`src/rtl/mmu_dport_arb_pkg.sv`:
```
// Shared definitions for the multi-port MMU data-port arbiter.
// Holds the response-FIFO entry type and the port-count limits.
package mmu_dport_arb_pkg;

  // Largest supported number of LSU data ports.
  localparam int MMU_DPORT_MAX  = 8;
  // Port-id width sized for MMU_DPORT_MAX ports.
  localparam int DPORT_PIDW_MAX = 3;

  // One in-flight request: which port it belongs to, and whether it was
  // completed locally (translation fault) instead of going to the dcache.
  typedef struct packed {
    logic [DPORT_PIDW_MAX-1:0] pid;
    logic                      bypass;
  } dport_resp_t;

endpackage

```
`src/rtl/mmu_resp_fifo.sv`:
```
// In-order response FIFO. Simultaneous push and pop are supported.
// A push while full or a pop while empty is ignored.
module mmu_resp_fifo #(
  parameter int WIDTH = 4,
  parameter int DEPTH = 4
) (
  input  logic             clk,
  input  logic             reset,
  input  logic             push,
  input  logic [WIDTH-1:0] push_data,
  input  logic             pop,
  output logic [WIDTH-1:0] head,
  output logic             full,
  output logic             empty
);

  localparam int AW = $clog2(DEPTH);

  logic [WIDTH-1:0] mem [DEPTH];
  // The extra MSB on each pointer tells full apart from empty.
  logic [AW:0]      wr_ptr;
  logic [AW:0]      rd_ptr;
  logic             do_push;
  logic             do_pop;

  assign do_push = push && !full;
  assign do_pop  = pop && !empty;
  assign empty   = (wr_ptr == rd_ptr);
  assign full    = (wr_ptr[AW] != rd_ptr[AW]) && (wr_ptr[AW-1:0] == rd_ptr[AW-1:0]);
  assign head    = mem[rd_ptr[AW-1:0]];

  // Pointer update; reset drops every stored entry.
  always_ff @(posedge clk) begin
    if (reset) begin
      wr_ptr <= '0;
      rd_ptr <= '0;
    end else begin
      if (do_push) wr_ptr <= wr_ptr + 1'b1;
      if (do_pop)  rd_ptr <= rd_ptr + 1'b1;
    end
  end

  // Storage write; contents do not need a reset because the pointers qualify them.
  always_ff @(posedge clk) begin
    if (do_push) mem[wr_ptr[AW-1:0]] <= push_data;
  end

endmodule

```
`src/rtl/mmu_dport_arb.sv`:
```
// Round-robin arbiter that serialises NPORT LSU data channels onto one
// dcache request/response interface and routes responses back in order.
// Requests that carry a translation fault are completed locally (bypass).
// Optional feature macro: MMU_DPORT_PERF_EN enables the perf counters.
//
// Handshake: a port holds p_req and its fields stable until it sees p_addr_ok
// in the same cycle; the dcache takes a request only on dcache_req &&
// dcache_addr_ok, and returns exactly one dcache_data_ok per accepted
// request, strictly in order. p_data_ok is a single-cycle response pulse.
module mmu_dport_arb
  import mmu_dport_arb_pkg::*;
#(
  parameter  int NPORT     = 2,
  parameter  int MAX_OUTST = 4,
  localparam int PIDW      = $clog2(NPORT)
) (
  input  logic                  clk,
  input  logic                  reset,
  input  logic [NPORT-1:0]      p_req,
  input  logic [NPORT-1:0]      p_we,
  input  logic [2*NPORT-1:0]    p_size,
  input  logic [4*NPORT-1:0]    p_wstrb,
  input  logic [32*NPORT-1:0]   p_wdata,
  input  logic [32*NPORT-1:0]   p_pa,
  input  logic [NPORT-1:0]      p_uncached,
  input  logic [NPORT-1:0]      p_fault,
  output logic [NPORT-1:0]      p_addr_ok,
  output logic [NPORT-1:0]      p_data_ok,
  output logic [32*NPORT-1:0]   p_rdata,
  output logic                  dcache_req,
  output logic                  dcache_wr,
  output logic [1:0]            dcache_size,
  output logic [3:0]            dcache_wstrb,
  output logic [31:0]           dcache_addr,
  output logic [31:0]           dcache_wdata,
  output logic                  dcache_uncached,
  input  logic                  dcache_addr_ok,
  input  logic                  dcache_data_ok,
  input  logic [31:0]           dcache_rdata,
  output logic [31:0]           perf_acc_cnt,
  output logic [31:0]           perf_stall_cnt
);

  logic [PIDW-1:0] rr_ptr;
  logic            grant_vld;
  logic [PIDW-1:0] grant_idx;
  logic            grant_fault;
  logic            fifo_full;
  logic            fifo_empty;
  dport_resp_t     head;
  dport_resp_t     push_entry;
  logic            head_is_bypass;
  logic            blocked;
  logic            fwd_req;
  logic            bypass_acc;
  logic            accept;
  logic            pop_fire;
  logic [31:0]     resp_data;

  assign head_is_bypass = !fifo_empty && head.bypass;
  assign blocked        = fifo_full || head_is_bypass;

  // Round-robin search: first requesting port at or after rr_ptr, wrapping.
  always_comb begin
    grant_vld = 1'b0;
    grant_idx = '0;
    for (int i = 0; i < NPORT; i++) begin
      for (int k = 0; k < NPORT; k++) begin
        if (!grant_vld && p_req[k] && (k == (int'(rr_ptr) + i) % NPORT)) begin
          grant_vld = 1'b1;
          grant_idx = PIDW'(k);
        end
      end
    end
  end

  // Mux the granted port's request fields towards the dcache.
  always_comb begin
    grant_fault     = 1'b0;
    dcache_wr       = 1'b0;
    dcache_size     = '0;
    dcache_wstrb    = '0;
    dcache_addr     = '0;
    dcache_wdata    = '0;
    dcache_uncached = 1'b0;
    for (int k = 0; k < NPORT; k++) begin
      if (grant_idx == PIDW'(k)) begin
        grant_fault     = p_fault[k];
        dcache_wr       = p_we[k];
        dcache_size     = p_size[2*k +: 2];
        dcache_wstrb    = p_wstrb[4*k +: 4];
        dcache_addr     = p_pa[32*k +: 32];
        dcache_wdata    = p_wdata[32*k +: 32];
        dcache_uncached = p_uncached[k];
      end
    end
  end

  // Accept decision: faulting requests bypass only once the FIFO has drained,
  // so their local completion cannot overtake older dcache responses.
  always_comb begin
    fwd_req    = !reset && grant_vld && !blocked && !grant_fault;
    bypass_acc = !reset && grant_vld && !blocked && grant_fault && fifo_empty;
    accept     = (fwd_req && dcache_addr_ok) || bypass_acc;
    dcache_req = fwd_req;
    p_addr_ok  = '0;
    for (int k = 0; k < NPORT; k++) begin
      if (grant_idx == PIDW'(k)) p_addr_ok[k] = accept;
    end
  end

  // Response routing: a bypass head retires unconditionally, otherwise wait for the dcache.
  always_comb begin
    pop_fire  = !reset && (head_is_bypass || (!fifo_empty && dcache_data_ok));
    resp_data = head_is_bypass ? 32'h0 : dcache_rdata;
    p_data_ok = '0;
    for (int k = 0; k < NPORT; k++) begin
      if (head.pid == DPORT_PIDW_MAX'(k)) p_data_ok[k] = pop_fire;
    end
  end

  assign p_rdata = {NPORT{resp_data}};

  assign push_entry.pid    = DPORT_PIDW_MAX'(grant_idx);
  assign push_entry.bypass = grant_fault;

  mmu_resp_fifo #(
    .WIDTH ($bits(dport_resp_t)),
    .DEPTH (MAX_OUTST)
  ) u_resp_fifo (
    .clk       (clk),
    .reset     (reset),
    .push      (accept),
    .push_data (push_entry),
    .pop       (pop_fire),
    .head      (head),
    .full      (fifo_full),
    .empty     (fifo_empty)
  );

  // Round-robin pointer moves past the port that was just accepted.
  always_ff @(posedge clk) begin
    if (reset) begin
      rr_ptr <= '0;
    end else if (accept) begin
      rr_ptr <= (int'(grant_idx) == NPORT - 1) ? '0 : grant_idx + 1'b1;
    end
  end

`ifdef MMU_DPORT_PERF_EN
  logic [31:0] acc_cnt_q;
  logic [31:0] stall_cnt_q;

  // Performance counters: accepts and cycles where a request waits on a blocked queue.
  always_ff @(posedge clk) begin
    if (reset) begin
      acc_cnt_q   <= '0;
      stall_cnt_q <= '0;
    end else begin
      if (accept)              acc_cnt_q   <= acc_cnt_q + 32'd1;
      if (|p_req && blocked)   stall_cnt_q <= stall_cnt_q + 32'd1;
    end
  end

  assign perf_acc_cnt   = acc_cnt_q;
  assign perf_stall_cnt = stall_cnt_q;
`else
  assign perf_acc_cnt   = 32'h0;
  assign perf_stall_cnt = 32'h0;
`endif

`ifndef SYNTHESIS
  // Responses still in flight when reset hit may arrive afterwards; they are
  // tolerated until the first new accept, after which a stray response is an error.
  logic resp_grace_q;

  // Track the post-reset window in which late responses are expected.
  always_ff @(posedge clk) begin
    if (reset)       resp_grace_q <= 1'b1;
    else if (accept) resp_grace_q <= 1'b0;
  end

  // Flag a dcache response that has no matching in-flight request.
  always @(posedge clk) begin
    if (!reset && !resp_grace_q) begin
      assert (!(dcache_data_ok && (fifo_empty || head_is_bypass)))
        else $error("mmu_dport_arb: dcache_data_ok with no outstanding dcache request");
    end
  end
`endif

endmodule

```
`config.mk`:
```
export PLATFORM = sky130hd
export DESIGN_NAME = mmu_dport_arb
export DESIGN_NICKNAME = d
export VERILOG_FILES = /design/src/rtl/mmu_dport_arb_pkg.sv /design/src/rtl/mmu_resp_fifo.sv /design/src/rtl/mmu_dport_arb.sv
export SDC_FILE = /design/constraint.sdc
export NUM_CORES = 1
export LEC_CHECK = 0
export ABC_CLOCK_PERIOD_IN_PS = 2700
export CAP_MARGIN = 20
export CORE_AREA = 2 2 150 152
export DETAILED_ROUTE_END_ITERATION = 10
export DIE_AREA = 0 0 152 154
export SLEW_MARGIN = 20
export SYNTH_ARGS = -nofsm -noshare
export SYNTH_HDL_FRONTEND = slang
export SYNTH_SLANG_ARGS = --single-unit
```
`constraint.sdc`:
```
create_clock -name clk -period 2.7 [get_ports clk]
set_input_delay 0.54 -clock clk [delete_from_list [all_inputs] [get_ports clk]]
set_output_delay 0.54 -clock clk [all_outputs]
set_load 0.02 [all_outputs]
```
run_1/layers.png
Drawn at 2 px/um.
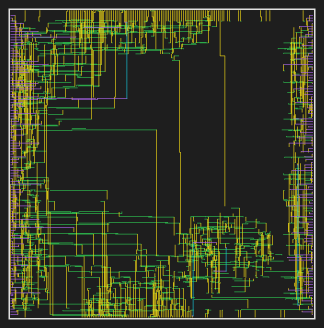
M2: drawn in yellow, wire length 6700 um. M1: drawn in green, wire length 4910 um. M3: drawn in purple, wire length 1120 um. M4: drawn in cyan, wire length 156 um.
average wire per standard cell: 12.52 um
GRT Total Usage: 9.914%
total wire length: 12890 um
DR vias: 3598

run_1/clock_nets.png
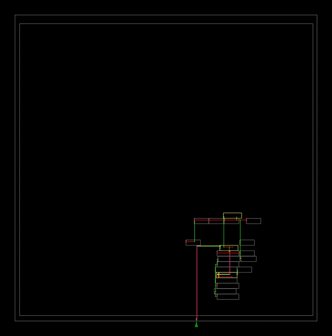
CTS sink cnt: 17
Clock Power: 0.000282 W
Worst Skew: 4.744 ps
flip-flops: 17
CTS buffer count: 3

==> impl_metrics.ini, run 1 <==
; synthesis and place-and-route metrics
[clock_network]
clk_pin_slew_ps = 50
cts_tree = yes

[power]
pwr-share-comb_pct = 75.5
p_int_w = 0.001334
total_power_w = 0.002440
power_switching_share_pct = 45.32

[detailed_routing]
drc_errors = 0
drtAntennaViolNets = 0

[grt]
grt_max_degree = 50
grt_pass1_wl_um = 18650
overflow = 0

[hold_path]
hp-class = flop to flop
whs_path_depth = 2

[cells_and_area]
antenna_cells = 0

[synthesis]
synth_chip_area_sq_um = 2678

[setup_path]
crit_required_ps = 2160
r2r_cells = 7

[floorplan]
die.size.y_um = 154

[status]
status = finished clean

[final_timing]
worst_hold_slack_ps = 497.5
hold_viol_final = 0
run_1/clock_wires.png
Drawn at 3 px/um.
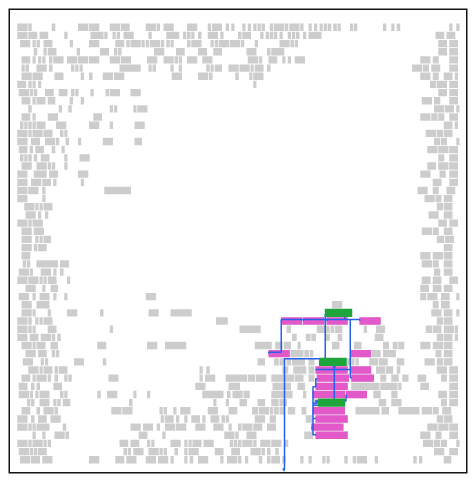
clock wires: drawn in blue, length 202 um. clock-net drivers: drawn in green, count 3. flip-flops: drawn in magenta, count 17.
There are 4 routed clock nets.
clk_lat worst skew: 240 ps
Clock Power Share: 11.6%

## run 1: logic make-up after synthesis
logic type	count (synthesis)	share of synthesized area, %
DFF	17	15.70
AOI/OAI and AO/OA	16	4.813
buffers and inverters	122	30.56
other	1	0.1401
adders and majority gates	5	2.336
xor gates and xnor gates	5	1.636
and+or+nand+nor	275	42.99
muxes	2	1.823
## run 1: layer usage
| layer | vias to the layer above | wire length, um |
|---|---|---|
| met5 | - | 0 |
| met4 | 0 | 156 |
| met3 | 8 | 1120 |
| met2 | 236 | 6703 |
| met1 | 1534 | 4911 |
| li1 | 1820 | - |
## run 1: how the worst max path moves through the flow
stage | from | end | slack [ps] | cells after the start
global route | reset | p_addr_ok[0] | 10 | 8
detailed placement | p_req[0] | dcache_wdata[22] | -210 | 8
CTS | p_req[0] | dcache_wdata[13] | 6 | 8
finish | reset | p_addr_ok[0] | 130 | 8
global placement | p_req[0] | dcache_wdata[2] | -200 | 8
floorplan | u_resp_fifo.wr_ptr[0]$_SDFFE_PP0P_ | p_rdata[33] | 400 | 6
## run 1: layout by cell type (no fill, tap or decap), drive strengths merged
cell type,synthesis,layout
nand2,219,219
clkdlybuf4s50,0,181
dlygate4sd2,0,130
conb,1,64
buf,101,37
and2,32,32
dfxtp,9,9
edfxtp,8,8
dlymetal6s2s,0,7
and3,6,6
inv,6,6
nor2,5,5
ha,5,5
a21oi,5,5
clkbuf,15,5
nor3,5,5
nand3,4,4
xnor2,3,3
o21ai,3,3
a31oi,3,3
a31o,3,3
xor2,2,2
mux4,2,2
nand2b,1,1
or2b,1,1
a21bo,1,1
or2,1,1
o31ai,1,1
or4,1,1
## run 1: final cells by class
cell class	count	area, sq um
Fill cell	2440	15650
Inverter	6	25.02
Timing Repair Buffer	356	3461
Tap cell	280	350.3
Sequential cell	17	421.7
Multi-Input combinational cell	367	1703
Clock buffer	4	78.83
## run 1: power groups by stage
stage	clock network (W)	logic [W]	registers, W
floorplan	0	0.00113	0.000314
global placement	0	0.00206	0.000318
detailed placement	0	0.00205	0.000319
CTS	0.000292	0.00186	0.000314
global route	0.000305	0.00198	0.000318
finish	0.000282	0.00184	0.000314
## run 1: Yosys cell counts, types with 2 or more instances
master,number
nor3_1,5
xnor2_1,3
a31o_2,3
ha_1,5
a21oi_1,4
and2_1,32
edfxtp_1,8
buf_4,96
and3_1,6
nand2_1,219
buf_1,5
dfxtp_1,9
nand3_1,4
xor2_1,2
clkbuf_1,15
nor2_1,5
o21ai_0,3
a31oi_1,2
inv_1,6
## run 1: what timing repair did
action                                  CTS  global route
pin swaps                                 3             0
buffers inserted                          0             0
resized                                 135            11
hold buffers                              0             0
gates cloned                              0             1
endpoints found under the setup margin  137            10
## run 1: critical path, stage by stage
cell             delay [ps]
clkdlybuf4s50_1         470
inv_2                   100
o21ai_0                 110
buf_4                   160
a31o_4                  220
nor3_4                  190
buf_6                   120
buf_12                  110
## run 1: stage by stage
stage	cells	instance area [sq um]	util, %
after floorplan	506	2914	-
after global placement	1025	6045	27.87
after detailed placement	1025	6045	27.87
after CTS	1029	5988	27.61
after global routing	1030	6040	27.85
final	1030	6040	27.85
## Run 2: what changed since run 1
- CAP_MARGIN: 20 -> unset
==> run 2 against run 1 <==
- cell area unchanged
- clock power hardly changed
- fmax stayed put
- critical path depth is the same
- register-to-register slack is essentially flat
- sequential share of layout area did not move
- cell count is the same
- synthesized cell count did not move
- area after synthesis did not move
- utilization is the same
- critical endpoint unchanged
- die area did not move
==> impl_metrics.ini, run 2 <==
; synthesis and place-and-route metrics
[status]
status = finished clean

[clock_network]
clk_pin_slew_ps = 50
hold_buffers = 0
clock.latency.late_pin_ps = 240
clock_sinks = 17
cts_tree = yes
htree_levels = 1
cts_buffers = 3
cts_setup_buffers = 0

[synthesis]
synth_chip_area_sq_um = 2678
post-synth-top-count-cell = nand2_1
top_cells_by_count = nand2_1 (219), buf_4 (96), and2_1 (32)
yosysWarningCount = 0
yosys_cells = 443

[final_timing]
finalSetupTns_ps = 0
fin_worst_skew_ps = 4.744
hold_viol_final = 0

[floorplan]
die.size.y_um = 154
die_x_um = 152

[grt]
overflow = 0
grt_max_degree = 50
grt_pass1_wl_um = 18650
grt_util_all_layers_pct = 9.914

[setup_path]
worstPathCellList = clkdlybuf4s50_1 -> inv_2 -> o21ai_0 -> buf_4 -> a31o_4 -> nor3_4 -> buf_6 -> buf_12
r2r_cells = 7
cp-start-kind = input pin
slowest_delay_ps = 470
crit_required_ps = 2160
slowest_stage = clkdlybuf4s50_1

[cells_and_area]
fin_cells = 1030
layout_top_cells = nand2_1 (218), clkdlybuf4s50_1 (181), dlygate4sd2_1 (130)
final_util_pct = 27.85
mostFrequentLayoutCell = nand2_1
design_area_sq_um = 6040
antenna_cells = 0

[detailed_routing]
num_vias = 3598
drt-total-wl_um = 12890
wl_per_cell_um = 12.52
drtAntennaViolNets = 0
drc_errors = 0

[placement]
placed_area_sq_um = 6045
dp.cells = 1025

[hold_path]
hp-class = flop to flop
whs_path_depth = 2

[power]
total_power_w = 0.002440
run 2: cell counts in the layout (fill, tap and decap cells not counted):
Identical to the previous run, type by type.
run 2: kinds of logic (layout without fill, tap and decap cells):
logic type / Yosys count / count (layout) / share of synthesized area [%]
xor gates and xnor gates: 5 / 5 / 1.636
and+or+nand+nor: 275 / 275 / 42.99
other: 1 / 64 / 0.1401
adders and majority gates: 5 / 5 / 2.336
AOI/OAI and AO/OA: 16 / 16 / 4.813
muxes: 2 / 2 / 1.823
DFF: 17 / 17 / 15.70
buffers and inverters: 122 / 366 / 30.56
run 2: metal layers:
layer / vias to the layer above / routed length, um / GRT usage, %
met1: 1534 / 4911 / 10.98
met4: 0 / 156 / 2.003
met5: - / 0 / 0
li1: 1820 / - / -
met2: 236 / 6703 / 19.13
met3: 8 / 1120 / 2.396
run 2: power breakdown:
group	internal [W]	total [W]	switching, W
Combinational	0.000838	0.00184	0.00101
Sequential	0.000297	0.000314	0.0000175
Clock	0.000199	0.000282	0.0000831
Total	0.00133	0.00244	0.00111
run 2: area by class of cell:
cell class | instances | area (sq um)
multi-input cells | 367 | 1703
fillers | 2440 | 15650
clock buffers | 4 | 78.83
repair buffers | 356 | 3461
well taps | 280 | 350.3
flip-flops and latches | 17 | 421.7
inverters | 6 | 25.02
run 2: worst paths after layout:
kind                                      start                            endpoint  slack [ps]
max reg2reg                                flop     u_resp_fifo.mem[3][0]$_DFFE_PP_         510
max                                       reset                        p_addr_ok[0]         130
min reg2reg  u_resp_fifo.wr_ptr[2]$_SDFFE_PP0P_  u_resp_fifo.wr_ptr[2]$_SDFFE_PP0P_         500
min          u_resp_fifo.wr_ptr[2]$_SDFFE_PP0P_  u_resp_fifo.wr_ptr[2]$_SDFFE_PP0P_         500
run 2: through the flow:
stage | setup slack [ps] | hold WS (ps)
2_1_floorplan | 400.8 | 465.1
3_3_place_gp | -197.8 | 484.3
3_5_place_dp | -206.5 | 503.6
4_1_cts | 5.656 | 510.6
5_1_grt | 14.90 | 544.2
6_report | 131.9 | 497.5
run 2: repair_timing:
action | in CTS | in global routing
endpoints found under the setup margin | 137 | 10
gates cloned | 0 | 1
pin swaps | 3 | 0
resized | 135 | 11
run 2: critical path: cells and delay by family:
| family | cells | cell delay (ps) |
|---|---|---|
| AND-OR/OR-AND | 2 | 330 |
| buffers and inverters | 5 | 960 |
| AND/OR/NAND/NOR | 1 | 190 |
run_2/layers.png
Drawn at 2 px/um.
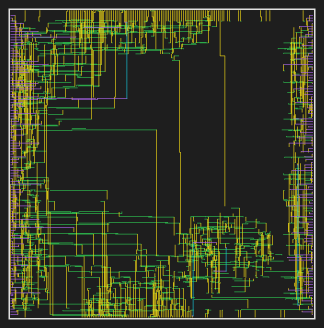
M2: drawn in yellow, wire length 6700 um. M3: drawn in purple, wire length 1120 um. M1: drawn in green, wire length 4910 um. M4: drawn in cyan, wire length 156 um.

run_2/clock_wires.png
Drawn at 3 px/um.
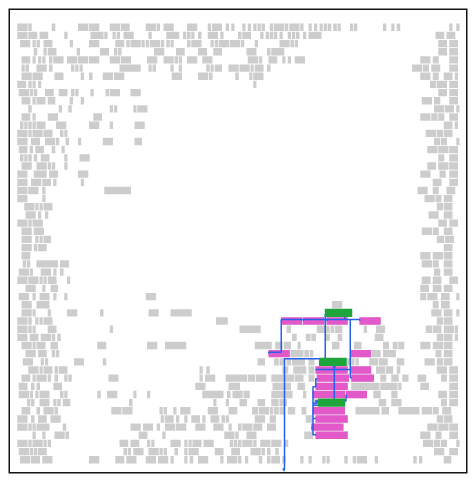
clock wires: drawn in blue, length 202 um. clock-net drivers: drawn in green, count 3. flip-flops: drawn in magenta, count 17.
There are 4 routed clock nets.

## Run 3: what changed since run 2
--- a/constraint.sdc
+++ b/constraint.sdc
@@ -3,2 +3,2 @@
 set_output_delay 0.54 -clock clk [all_outputs]
-set_load 0.02 [all_outputs]
+set_load 0.005 [all_outputs]
==> run 3 against run 2 <==
- synthesized cell count unchanged
- utilization up 2.1 points
- critical path depth down 2
- critical path type unchanged
- highest routed layer unchanged
==> impl_metrics.ini, run 3 <==
; synthesis and place-and-route metrics
[status]
status = finished clean

[setup_path]
r2r_cells = 7
cp-startpoint = reset
crit_required_ps = 2160
reg2reg_to = u_resp_fifo.wr_ptr[2]$_SDFFE_PP0P_

[synthesis]
yosysWarningCount = 0
synth_chip_area_sq_um = 2678
yosys_cells = 443

[grt]
busiest_layer = met2
grt_use_met1_pct = 10.93
grt_max_degree = 33
grt_pass1_wl_um = 19400

[cells_and_area]
design_area_sq_um = 6504
layout_top_cells = clkdlybuf4s50_1 (248), nand2_1 (218), conb_1 (64)
combGateArea_sq_um = 1757

[clock_network]
htree_levels = 1
cts_buffers = 3
clock.latency.late_pin_ps = 240
hold_buffers = 0
clk_pin_slew_ps = 50
clock_sinks = 17

[power]
seqPwrFrac_pct = 13.7
pwr-share-comb_pct = 74.1
p_int_w = 0.001572

[hold_path]
min-delay-start = u_resp_fifo.wr_ptr[2]$_SDFFE_PP0P_
hold-path-endpoint = u_resp_fifo.wr_ptr[2]$_SDFFE_PP0P_

[detailed_routing]
wl_per_cell_um = 13.15
drc_errors = 0
drtAntennaViolNets = 0

[final_timing]
hold_viol_final = 0

[placement]
placed_area_sq_um = 6050

[floorplan]
die_x_um = 152
die.size.y_um = 154
[run 3: cell type report]
class                      count  area share [%]
timing repair buffer         370           59.47
sequential                    17           6.503
tap                          280           5.387
clock buffer                   4           1.212
multi-input combinational    367           27.01
inverter                       6          0.4232
[run 3: metrics by stage]
stage / setup WS (ps) / utilization (%) / TNS (ps) / std cells / hold WS [ps]
6_report: 38.42 / 29.99 / 0 / 1044 / 508.5
5_1_grt: -73.50 / 29.99 / -79.34 / 1044 / 559.8
4_1_cts: -4.682 / 28.87 / -8.660 / 1038 / 518.4
3_5_place_dp: -341.2 / 27.89 / -8042 / 1029 / 508.2
3_3_place_gp: -340.4 / 27.89 / -8402 / 1029 / 490.8
2_1_floorplan: 572.9 / - / 0 / 506 / 465.1
[run 3: worst max-delay path by stage]
stage	cells after the start	endpoint	slack, ps
2_1_floorplan	6	p_rdata[33]	570
3_3_place_gp	6	p_addr_ok[1]	-340
3_5_place_dp	6	p_addr_ok[1]	-340
4_1_cts	5	p_rdata[27]	-5
5_1_grt	6	p_data_ok[0]	-70
6_report	6	p_data_ok[0]	40
[run 3: power groups by stage]
stage / clock network, W / registers [W] / logic [W]
detailed placement: 0 / 0.000321 / 0.00162
CTS: 0.000290 / 0.000316 / 0.00168
floorplan: 0 / 0.000314 / 0.000692
finish: 0.000283 / 0.000316 / 0.00171
global placement: 0 / 0.000319 / 0.00161
global route: 0.000309 / 0.000319 / 0.00186
[run 3: kinds of logic after synthesis]
kind of cell	count (synthesis)	synth area share, %
flip-flops	17	15.70
buffers and inverters	122	30.56
multiplexers	2	1.823
adder cells (fa/ha/maj)	5	2.336
AND/OR/NAND/NOR	275	42.99
other	1	0.1401
XOR/XNOR	5	1.636
AND-OR/OR-AND	16	4.813
[run 3: routing by layer]
metal | share of wire (%) | routed length (um)
met5 | 0 | 0
met4 | 0.49 | 67
met3 | 9.3 | 1281
met2 | 55 | 7518
met1 | 35 | 4861
[run 3: repair_timing]
item	4_1_cts	5_1_grt
endpoints found under the setup margin	139	75
setup buffers	3	4
pin swaps	3	1
resized	41	73
cloned	2	2
[run 3: critical path, cell delays in order]
cell             delay, ps
clkdlybuf4s50_1        420
buf_4                  170
a31oi_1                250
nand2_1                110
nor2_1                 110
clkdlybuf4s50_1        520
run_3/layers.png
Drawn at 2 px/um.
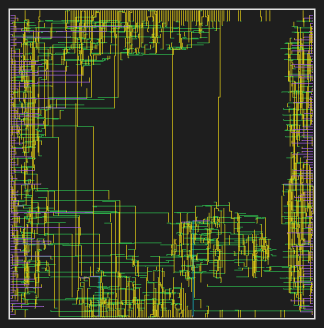
M1: drawn in green, wire length 4860 um. M3: drawn in purple, wire length 1280 um. M4: drawn in cyan, wire length 67.3 um. M2: drawn in yellow, wire length 7520 um.
total wire length: 13730 um
GRT Total Usage: 10.38%

run_3/gates.png
Drawn at 2 px/um.
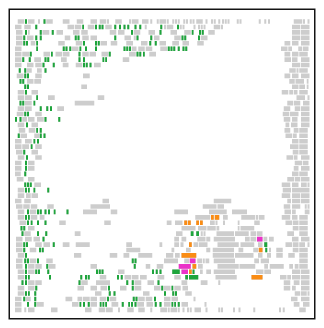
non-inverting ao/oa cells: drawn in magenta, cells 4, most used a31o_2, where south. nand cells: drawn in green, cells 224, most used nand2_1. aoi and oai cells: drawn in orange, cells 12, most used a21oi_1, where south.


==> gallery <==
M3 wires.
Drawn at 3 px/um.
shot_01.png
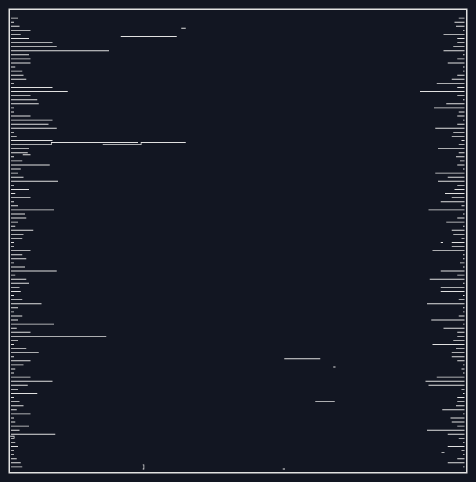
shot_02.png
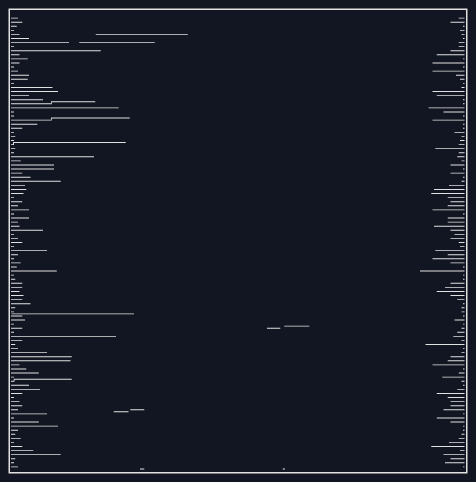
shot_01.png is run 2.
shot_02.png is run 3.

Key to shot_02.png:
The layer carries 1280 um of wire. The wires run mostly horizontal. The layer holds 9.3% of the routed length. 228 nets have wire on it.

No activity file was given, so power comes from the tool's default toggle rates.
